$ cat config.mk
export PLATFORM = sky130hd
export DESIGN_NAME = sseg_scan_decoder_flat
export DESIGN_NICKNAME = d
export VERILOG_FILES = /design/src/rtl/sseg_scan_decoder_if.sv /design/src/rtl/sseg_scan_decoder.sv /design/src/flat_wrapper.sv
export SDC_FILE = /design/constraint.sdc
export NUM_CORES = 1
export LEC_CHECK = 0
export ABC_AREA = 0
export CAP_MARGIN = 5
export CORE_MARGIN = 5
export CORE_UTILIZATION = 53
export CTS_BUF_LIST = sky130_fd_sc_hd__clkbuf_4 sky130_fd_sc_hd__clkbuf_8 sky130_fd_sc_hd__clkbuf_16
export DETAILED_ROUTE_END_ITERATION = 16
export DONT_BUFFER_PORTS = 1
export GPL_TIMING_DRIVEN = 0
export MAX_ROUTING_LAYER = met4
export PLACE_DENSITY = 0.68
export SYNTH_ARGS = -nofsm -noshare
export SYNTH_HDL_FRONTEND = slang
export SYNTH_SLANG_ARGS = --single-unit
export TNS_END_PERCENT = 5
$ cat constraint.sdc
create_clock -name clk -period 4.4 [get_ports clk]
set_input_delay 1.1 -clock clk [delete_from_list [all_inputs] [get_ports clk]]
set_output_delay 1.1 -clock clk [all_outputs]
set_load 0.02 [all_outputs]
$ cat src/rtl/sseg_scan_decoder_if.sv
// Signal bundle between a multiplexed seven-segment line source and the scan decoder.
// master drives the anode/segment lines, slave returns the decoded frame and status pulses.
interface sseg_scan_decoder_if;
  logic [2:0] an_in;
  logic [7:0] sseg_in;
  logic [4:0] hex2;
  logic [4:0] hex1;
  logic [4:0] hex0;
  logic [2:0] dp_out;
  logic [2:0] en_out;
  logic       frame_valid;
  logic       code_err;
  logic       scan_err;

  modport master (
    output an_in, sseg_in,
    input  hex2, hex1, hex0, dp_out, en_out, frame_valid, code_err, scan_err
  );

  modport slave (
    input  an_in, sseg_in,
    output hex2, hex1, hex0, dp_out, en_out, frame_valid, code_err, scan_err
  );
endinterface

$ cat src/rtl/sseg_scan_decoder.sv
// Samples active-low anode/segment lines, captures each stable digit dwell once,
// decodes it back to a 5-bit code and publishes complete 3-digit frames atomically.
module sseg_scan_decoder #(
  parameter int STABLE_CYCLES = 16,
  parameter int CNT_W         = 16
) (
  input logic           clk,
  input logic           reset,
  sseg_scan_decoder_if.slave bus
);
  localparam logic [CNT_W-1:0] CAPTURE_AT = CNT_W'(STABLE_CYCLES - 1);
  // Synchronizers start at "all lines off" so reset release looks like an idle gap.
  localparam logic [10:0]      IDLE_LINES = 11'h7FF;

  logic [10:0]      r_sync1;
  logic [10:0]      r_sync2;
  logic [CNT_W-1:0] r_cnt;
  logic             r_captured;

  logic [4:0] r_stage_code [3];
  logic       r_stage_dp   [3];
  logic       r_stage_en   [3];
  logic [2:0] r_mask;

  logic [4:0] r_hex [3];
  logic [2:0] r_dp_out;
  logic [2:0] r_en_out;
  logic       r_frame_valid;
  logic       r_code_err;
  logic       r_scan_err;

  logic       w_change;
  logic       w_capture;
  logic [2:0] w_an;
  logic       w_one_low;
  logic       w_multi_low;
  logic [2:0] w_sel;
  logic [2:0] w_mask_base;
  logic [4:0] w_code;
  logic       w_en;
  logic       w_undef;
  logic       w_dp;

  assign w_change  = (r_sync1 != r_sync2);
  assign w_capture = (r_cnt == CAPTURE_AT) && !r_captured;
  assign w_an      = r_sync2[10:8];
  assign w_dp      = ~r_sync2[7];

  always_ff @(posedge clk or posedge reset) begin
    if (reset) begin
      r_sync1    <= IDLE_LINES;
      r_sync2    <= IDLE_LINES;
      r_cnt      <= '0;
      r_captured <= 1'b0;
    end else begin
      r_sync1 <= {bus.an_in, bus.sseg_in};
      r_sync2 <= r_sync1;
      if (w_change) begin
        r_cnt      <= '0;
        r_captured <= 1'b0;
      end else begin
        if (r_cnt != '1) begin
          r_cnt <= r_cnt + 1'b1;
        end
        if (w_capture) begin
          r_captured <= 1'b1;
        end
      end
    end
  end

  always_comb begin
    w_one_low   = (w_an == 3'b110) || (w_an == 3'b101) || (w_an == 3'b011);
    w_multi_low = ($countones(w_an) <= 1);
    w_sel       = w_one_low ? ~w_an : 3'b000;
  end

  always_comb begin
    w_code  = 5'h1F;
    w_en    = 1'b1;
    w_undef = 1'b0;
    case (r_sync2[6:0])
      7'b0000001: w_code = 5'h00;
      7'b1001111: w_code = 5'h01;
      7'b0010010: w_code = 5'h02;
      7'b0000110: w_code = 5'h03;
      7'b1001100: w_code = 5'h04;
      7'b0100100: w_code = 5'h05;
      7'b0100000: w_code = 5'h06;
      7'b0001111: w_code = 5'h07;
      7'b0000000: w_code = 5'h08;
      7'b0000100: w_code = 5'h09;
      7'b0001000: w_code = 5'h0A;
      7'b1100000: w_code = 5'h0B;
      7'b0110001: w_code = 5'h0C;
      7'b1000010: w_code = 5'h0D;
      7'b0110000: w_code = 5'h0E;
      7'b0111000: w_code = 5'h0F;
      7'b1000001: w_code = 5'h10;
      7'b1111110: w_code = 5'h11;
      7'b0001001: w_code = 5'h13;
      7'b1100010: w_code = 5'h14;
      7'b0011100: w_code = 5'h15;
      7'b1111001: w_code = 5'h16;
      7'b1001001: w_code = 5'h17;
      7'b1111100: w_code = 5'h18;
      7'b1111111: begin
        w_code = 5'h12;
        w_en   = 1'b0;
      end
      default: w_undef = 1'b1;
    endcase
  end

  generate
    for (genvar gi = 0; gi < 3; gi++) begin : g_slot
      always_ff @(posedge clk or posedge reset) begin
        if (reset) begin
          r_stage_code[gi] <= '0;
          r_stage_dp[gi]   <= 1'b0;
          r_stage_en[gi]   <= 1'b0;
        end else if (w_capture && w_sel[gi]) begin
          r_stage_code[gi] <= w_code;
          r_stage_dp[gi]   <= w_dp;
          r_stage_en[gi]   <= w_en;
        end
      end
    end
  endgenerate

  // A full mask publishes one cycle after the last slot lands, then restarts collection.
  assign w_mask_base = (r_mask == 3'b111) ? 3'b000 : r_mask;

  always_ff @(posedge clk or posedge reset) begin
    if (reset) begin
      r_mask        <= 3'b000;
      r_hex[0]      <= 5'h12;
      r_hex[1]      <= 5'h12;
      r_hex[2]      <= 5'h12;
      r_dp_out      <= 3'b000;
      r_en_out      <= 3'b000;
      r_frame_valid <= 1'b0;
      r_code_err    <= 1'b0;
      r_scan_err    <= 1'b0;
    end else begin
      r_mask        <= w_mask_base | (w_capture ? w_sel : 3'b000);
      r_frame_valid <= (r_mask == 3'b111);
      r_code_err    <= w_capture && w_one_low && w_undef;
      r_scan_err    <= w_capture && w_multi_low;
      if (r_mask == 3'b111) begin
        for (int i = 0; i < 3; i++) begin
          r_hex[i]    <= r_stage_code[i];
          r_dp_out[i] <= r_stage_dp[i];
          r_en_out[i] <= r_stage_en[i];
        end
      end
    end
  end

  assign bus.hex0        = r_hex[0];
  assign bus.hex1        = r_hex[1];
  assign bus.hex2        = r_hex[2];
  assign bus.dp_out      = r_dp_out;
  assign bus.en_out      = r_en_out;
  assign bus.frame_valid = r_frame_valid;
  assign bus.code_err    = r_code_err;
  assign bus.scan_err    = r_scan_err;
endmodule

$ cat src/flat_wrapper.sv
// flat-port wrapper written by rule: the top's interface ports become plain ports
module sseg_scan_decoder_flat 
#(
  parameter int STABLE_CYCLES = 16,
  parameter int CNT_W         = 16
)
  (clk, reset, bus_an_in, bus_sseg_in, bus_hex2, bus_hex1, bus_hex0, bus_dp_out, bus_en_out, bus_frame_valid, bus_code_err, bus_scan_err);
  sseg_scan_decoder_if bus_i ();
  input logic clk;
  input logic reset;
  input wire logic [$bits(bus_i.an_in)-1:0] bus_an_in;
  input wire logic [$bits(bus_i.sseg_in)-1:0] bus_sseg_in;
  output wire logic [$bits(bus_i.hex2)-1:0] bus_hex2;
  output wire logic [$bits(bus_i.hex1)-1:0] bus_hex1;
  output wire logic [$bits(bus_i.hex0)-1:0] bus_hex0;
  output wire logic [$bits(bus_i.dp_out)-1:0] bus_dp_out;
  output wire logic [$bits(bus_i.en_out)-1:0] bus_en_out;
  output wire logic [$bits(bus_i.frame_valid)-1:0] bus_frame_valid;
  output wire logic [$bits(bus_i.code_err)-1:0] bus_code_err;
  output wire logic [$bits(bus_i.scan_err)-1:0] bus_scan_err;
  assign bus_i.an_in = bus_an_in;
  assign bus_i.sseg_in = bus_sseg_in;
  assign bus_hex2 = bus_i.hex2;
  assign bus_hex1 = bus_i.hex1;
  assign bus_hex0 = bus_i.hex0;
  assign bus_dp_out = bus_i.dp_out;
  assign bus_en_out = bus_i.en_out;
  assign bus_frame_valid = bus_i.frame_valid;
  assign bus_code_err = bus_i.code_err;
  assign bus_scan_err = bus_i.scan_err;
  sseg_scan_decoder #(.STABLE_CYCLES(STABLE_CYCLES), .CNT_W(CNT_W)) u_core (.clk(clk), .reset(reset), .bus(bus_i));
endmodule
Signal wires on met2:
(3 px per um)
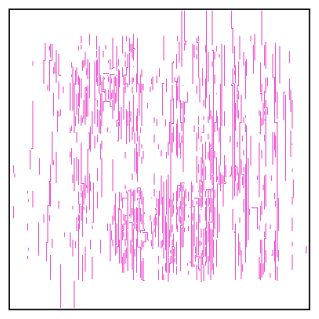
nets with wire on the layer: 357
main direction: vertical
longest straight run: 44.9 um
share of all routed wire: 46%
wire length on this layer: 4050 um
met2 GRT Util: 29.34%
WL final: 8791 um
vias: 3035

Supply network:
(4 px per um) Pins as bars on the die edge. Tap cells in grey.
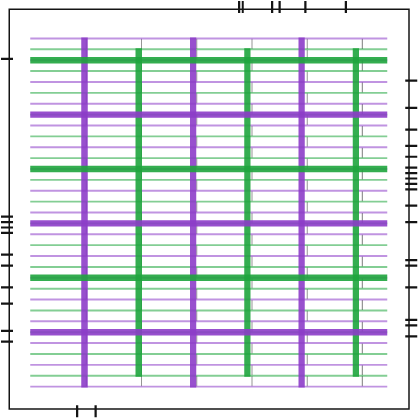
| colour | net |
|---|---|
| purple | VSS |
| green | VDD |
tap cells: 102
rows: 32
met5 straps: 6
Worst IR Drop VDD: 186.0 uV
Die Y: 99.59 um
Die X: 99.59 um

Met3 routing:
(3 px per um)
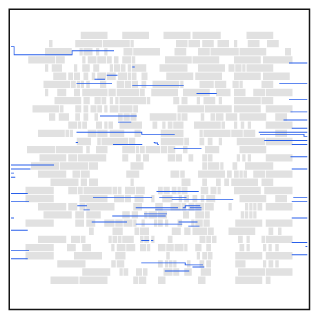
main direction: horizontal
nets with wire on the layer: 50
met3 usage: 3.857%

==> results.json <==
{
  "worstSetupPathType": "flip-flop to flip-flop",
  "ant_nets": 0,
  "status": "completed",
  "crit_path_max_incr_delay_ps": 530,
  "finalSetupViolations": 0,
  "crit_chain": "clkbuf_1, clkbuf_1, xor2_1, nor3_1, nand3_1, clkbuf_1, nor2_1",
  "synthArstFlopShare_pct": 100.0,
  "flop_area_um2": 2212,
  "cpMostUsedCell": "clkbuf_1",
  "fin_crit_sh_pct": 56.16,
  "die-area_um2": 9918,
  "synthTopCellsByCount": "59 x dfrtp_1, 41 x nor2_1, 28 x dfstp_2, 27 x nand2_1",
  "max_freq_mhz": 404.7,
  "numCtsBuffers": 9,
  "regMostFlops": "u_core.r_cnt",
  "power_mw": 1.442,
  "slew_viol_final": 0,
  "gp_congestion": 0.9201,
  "leakagePower_nw": 1.946,
  "grt_pass1_vias": 3026,
  "synth_flops": 87,
  "cp_slowest_cell": "dfstp_2",
  "netlist_area_um2": 4254,
  "synth_area_per_cell_um2": 10.56,
  "largest_reg_flops": 16,
  "post-place-ws_ps": 1918,
  "antenna_found_initial": 0,
  "final_common_cell": "dfrtp_1",
  "nFillCells": 668,
  "p_per_area_nw_per_um2": 313.7,
  "cts-root-buf": "clkbuf_8",
  "worstMarginPinSlew_ps": 870.5,
  "insertedDiodeCount": 0,
  "final_layout_size_suffix_gt1_share_pct": 20.71,
  "grt-ovfl-total": 0,
  "worst-path-buf-inv": 3,
  "fin_ws_ps": 1929,
  "fp-utilization_pct": 54.77,
  "yosysTopAreaCell": "dfrtp_1",
  "finClkSkew_ps": 15.14,
  "wire_per_inst_um": 16.84,
  "tns_ps": 0,
  "clkLatencyLatePin_ps": 370,
  "area_delta_synth_final_pct": 8.088,
  "netlist-cell-type-count": 52,
  "viasPerCell": 5.814,
  "final_cell_mix": "59 x dfrtp_1, 41 x nor2_1, 28 x dfstp_2"
}
-- per-stage QoR --
step / std cells / cell area (um2)
floorplan: 403 / 4254
global placement: 505 / 4382
detailed placement: 506 / 4412
CTS: 522 / 4598
global route: 522 / 4598
finish: 522 / 4598
-- layer usage --
metal  vias up  routed length (um)  global-route usage, %  part of all wire, %
li1       1462                   -                      -                    -
met1      1462                4106                  26.62                   47
met2        98                4048                  29.34                   46
met3        13                 523                  3.857                  5.9
met4         0                 113                  5.357                  1.3
met5         -                   0                      -                    0
-- area by class of cell --
cell class	instances	share of cell area, %
clock inverter	7	1.361
inverter	14	1.197
buffer	24	2.231
clock buffer	9	2.694
timing repair buffer	1	0.5986
tap	102	2.776
multi-input combinational	278	41.03
sequential	87	48.11
-- kinds of logic (layout without fill, tap and decap cells) --
group / Yosys count / count (layout) / share of synthesized area [%]
buffers and inverters: 38 / 55 / 3.647
XOR/XNOR: 22 / 22 / 4.529
flip-flops: 87 / 87 / 52.00
multiplexers: 26 / 26 / 6.765
AND/OR/NAND/NOR: 171 / 171 / 23.53
AND-OR/OR-AND: 55 / 55 / 8.354
adder cells (fa/ha/maj): 4 / 4 / 1.177
-- final timing paths --
path                                    from                  to  slack, ps
max                        u_core.r_sync2[0]     u_core.r_cnt[6]       1930
min in group asynchronous              reset  u_core.bus.hex0[2]        590
max in group asynchronous              reset   u_core.r_sync1[4]       3150
max reg2reg                u_core.r_sync2[0]     u_core.r_cnt[6]       1930
min reg2reg                u_core.r_sync1[0]   u_core.r_sync2[0]        380
min                        u_core.r_sync1[0]   u_core.r_sync2[0]        380
-- where the power goes --
group          total (mW)  switching (mW)  internal [mW]  leakage (nW)
Sequential          0.829          0.0106          0.818          1.12
Combinational      0.0882          0.0611         0.0270         0.741
Clock               0.525           0.309          0.217        0.0863
Total                1.44           0.380           1.06          1.95
Power figures rest on the tool's default switching activity, not on a simulated workload.
